==> src/rtl/imem_loader_if.sv <==
// Write-side and stream-side signal bundle between the byte stream source,
// the loader and the instruction RAM write port.
interface imem_loader_if #(
  parameter int unsigned ADDR_WIDTH = 8
);
  logic                  i_start;
  logic [7:0]            i_rx_data;
  logic                  i_rx_valid;
  logic                  o_we;
  logic [ADDR_WIDTH-1:0] o_waddr;
  logic [7:0]            o_wdata;
  logic                  o_busy;
  logic                  o_done;
  logic                  o_full;
  logic [ADDR_WIDTH:0]   o_byte_count;

  modport master (
    output i_start, i_rx_data, i_rx_valid,
    input  o_we, o_waddr, o_wdata, o_busy, o_done, o_full, o_byte_count
  );

  modport slave (
    input  i_start, i_rx_data, i_rx_valid,
    output o_we, o_waddr, o_wdata, o_busy, o_done, o_full, o_byte_count
  );
endinterface

==> src/rtl/imem_loader.sv <==
// Streams received bytes into the instruction RAM from address 0 until an
// aligned HALT word arrives or the RAM is full.
module imem_loader #(
  parameter int unsigned ADDR_WIDTH = 8,
  parameter logic [31:0] HALT_WORD  = 32'hFFFF_FFFF
) (
  input  logic         clk,
  input  logic         i_rst_n,
  imem_loader_if.slave bus
);
  localparam int unsigned          DEPTH    = 2 ** ADDR_WIDTH;
  localparam logic [ADDR_WIDTH:0]  LAST_CNT = (ADDR_WIDTH + 1)'(DEPTH - 1);
  localparam logic [ADDR_WIDTH:0]  CNT_ONE  = (ADDR_WIDTH + 1)'(1);

  typedef enum logic [1:0] {S_IDLE, S_LOAD, S_DONE} state_e;

  state_e                state_q, state_d;
  logic                  we_q, we_d;
  logic [ADDR_WIDTH-1:0] waddr_q, waddr_d;
  logic [7:0]            wdata_q, wdata_d;
  logic                  full_q, full_d;
  logic [ADDR_WIDTH:0]   cnt_q, cnt_d;
  // Only the three earlier bytes of the group are stored; the fourth is the
  // incoming byte, so the full 32-bit word is formed at compare time.
  logic [23:0]           word_q, word_d;
  logic                  halt_hit, cap_hit;

  assign halt_hit = (cnt_q[1:0] == 2'b11) && ({bus.i_rx_data, word_q} == HALT_WORD);
  assign cap_hit  = (cnt_q == LAST_CNT);

  always_comb begin
    state_d = state_q;
    we_d    = 1'b0;
    waddr_d = waddr_q;
    wdata_d = wdata_q;
    full_d  = full_q;
    cnt_d   = cnt_q;
    word_d  = word_q;
    unique case (state_q)
      S_IDLE, S_DONE: begin
        if (bus.i_start) begin
          state_d = S_LOAD;
          full_d  = 1'b0;
          cnt_d   = '0;
          word_d  = '0;
        end
      end
      S_LOAD: begin
        if (bus.i_rx_valid) begin
          we_d    = 1'b1;
          waddr_d = cnt_q[ADDR_WIDTH-1:0];
          wdata_d = bus.i_rx_data;
          cnt_d   = cnt_q + CNT_ONE;
          word_d  = {bus.i_rx_data, word_q[23:8]};
          if (halt_hit) begin
            state_d = S_DONE;
            full_d  = 1'b0;
          end else if (cap_hit) begin
            state_d = S_DONE;
            full_d  = 1'b1;
          end
        end
      end
      default: state_d = S_IDLE;
    endcase
  end

  always_ff @(posedge clk or negedge i_rst_n) begin
    if (!i_rst_n) begin
      state_q <= S_IDLE;
      we_q    <= 1'b0;
      waddr_q <= '0;
      wdata_q <= '0;
      full_q  <= 1'b0;
      cnt_q   <= '0;
      word_q  <= '0;
    end else begin
      state_q <= state_d;
      we_q    <= we_d;
      waddr_q <= waddr_d;
      wdata_q <= wdata_d;
      full_q  <= full_d;
      cnt_q   <= cnt_d;
      word_q  <= word_d;
    end
  end

  assign bus.o_we         = we_q;
  assign bus.o_waddr      = waddr_q;
  assign bus.o_wdata      = wdata_q;
  assign bus.o_busy       = (state_q == S_LOAD);
  assign bus.o_done       = (state_q == S_DONE);
  assign bus.o_full       = full_q;
  assign bus.o_byte_count = cnt_q;
endmodule

==> src/flat_wrapper.sv <==
// flat-port wrapper written by rule: the top's interface ports become plain ports
module imem_loader_flat 
#(
  parameter int unsigned ADDR_WIDTH = 8,
  parameter logic [31:0] HALT_WORD  = 32'hFFFF_FFFF
)
  (clk, i_rst_n, bus_i_start, bus_i_rx_data, bus_i_rx_valid, bus_o_we, bus_o_waddr, bus_o_wdata, bus_o_busy, bus_o_done, bus_o_full, bus_o_byte_count);
  imem_loader_if #(.ADDR_WIDTH(ADDR_WIDTH)) bus_i ();
  input  logic clk;
  input  logic i_rst_n;
  input wire logic [$bits(bus_i.i_start)-1:0] bus_i_start;
  input wire logic [$bits(bus_i.i_rx_data)-1:0] bus_i_rx_data;
  input wire logic [$bits(bus_i.i_rx_valid)-1:0] bus_i_rx_valid;
  output wire logic [$bits(bus_i.o_we)-1:0] bus_o_we;
  output wire logic [$bits(bus_i.o_waddr)-1:0] bus_o_waddr;
  output wire logic [$bits(bus_i.o_wdata)-1:0] bus_o_wdata;
  output wire logic [$bits(bus_i.o_busy)-1:0] bus_o_busy;
  output wire logic [$bits(bus_i.o_done)-1:0] bus_o_done;
  output wire logic [$bits(bus_i.o_full)-1:0] bus_o_full;
  output wire logic [$bits(bus_i.o_byte_count)-1:0] bus_o_byte_count;
  assign bus_i.i_start = bus_i_start;
  assign bus_i.i_rx_data = bus_i_rx_data;
  assign bus_i.i_rx_valid = bus_i_rx_valid;
  assign bus_o_we = bus_i.o_we;
  assign bus_o_waddr = bus_i.o_waddr;
  assign bus_o_wdata = bus_i.o_wdata;
  assign bus_o_busy = bus_i.o_busy;
  assign bus_o_done = bus_i.o_done;
  assign bus_o_full = bus_i.o_full;
  assign bus_o_byte_count = bus_i.o_byte_count;
  imem_loader #(.ADDR_WIDTH(ADDR_WIDTH), .HALT_WORD(HALT_WORD)) u_core (.clk(clk), .i_rst_n(i_rst_n), .bus(bus_i));
endmodule
==> config.mk <==
export PLATFORM = sky130hd
export DESIGN_NAME = imem_loader_flat
export DESIGN_NICKNAME = d
export VERILOG_FILES = /design/src/rtl/imem_loader_if.sv /design/src/rtl/imem_loader.sv /design/src/flat_wrapper.sv
export SDC_FILE = /design/constraint.sdc
export NUM_CORES = 1
export LEC_CHECK = 0
export ABC_AREA = 1
export CAP_MARGIN = 20
export CORE_MARGIN = 5
export CORE_UTILIZATION = 52
export DETAILED_ROUTE_END_ITERATION = 7
export PLACE_DENSITY = 0.79
export SLEW_MARGIN = 25
export SYNTH_ARGS = -nofsm -noshare
export SYNTH_HDL_FRONTEND = slang
export SYNTH_SLANG_ARGS = --single-unit
==> constraint.sdc <==
create_clock -name clk -period 2.4 [get_ports clk]
set_clock_uncertainty 0.1 [all_clocks]
set_input_delay 0.24 -clock clk [delete_from_list [all_inputs] [get_ports clk]]
set_output_delay 0.24 -clock clk [all_outputs]
set_load 0.01 [all_outputs]
==> images/clocks.png <==
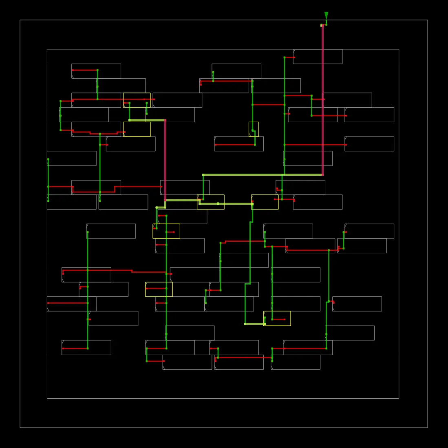
clk latency late pin: 0.30 ns
clock sink total: 53
CTS buffer count: 5
number of clock buffers in the layout: 7

==> images/wires.png <==
(4 px per um) Two of the layers only.
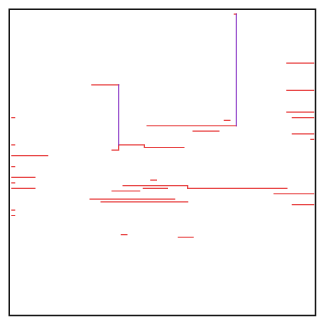
red -> metal 3  # wire length 232 um
purple -> metal 4  # wire length 42.8 um

==> images/io_placement.png <==
(4 px per um) Pins as bars across the die edge, other pins in gray.
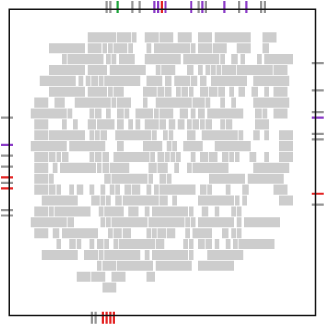
red -> bus_i_rx_data  # pins 8, direction input, edge 4 bottom, 2 left, 1 right, 1 top
purple -> bus_o_byte_count  # pins 9, direction output, edge 7 top, 1 right, 1 left
green -> bus_i_rx_valid  # pins 1, direction input, edge top
all pins by edge = 18 top, 9 left, 8 right, 6 bottom

==> flow_metrics.tcl <==
# implementation run metrics
set metrics [dict create \
    dieArea_sq_um 5810 \
    nFillCells 375 \
    area.combinational_sq_um 746 \
    wire_per_inst_um 13.8 \
    post_cts_resized 0 \
    crit_chain "ha_1 -> inv_1 -> nor3_1 -> nand4_1 -> nor2_1 -> ha_1 -> nor2_1 -> nand2_1 -> nand2_1 -> nand2_1 -> nand2_1" \
    cts_max_level 2 \
    ant_nets 0 \
    max_freq_mhz 495 \
    worst_slew_margin_rel 0.612 \
    tightest_slew_ns 0.583 \
    grt_usage 0.173 \
    largest_reg_flops 24 \
    holdWs_ns 0.368 \
    run_status "complete, no violations" \
    ys_cells 255 \
    drv_cap 0 \
    common_cells "60 x nand2_1, 53 x dfrtp_1, 40 x inv_1" \
    power.share.switching 0.363 \
    period_needed_ns 2.02 \
    via_count 1776 \
    drtIter0Drc 163 \
    dp_hpwl_um 3460 \
    critPathCaptureType "register" \
    synth-warning-count 0 \
    postCtsSetupBuffers 0 \
    synth-simple-area-share 0.197 \
    p_int_w 0.00198 \
    largest_register "u_core.word_q" \
    cp_top_family "simple AND/OR/NAND/NOR gates" \
    ir_worst_vdd_uv 659 \
    dr.pass1.iters 4 \
    crit_path_frequent_cell "nand2_1" \
    power_w 0.00311 \
    drive_gt1_frac 0.0671 \
]
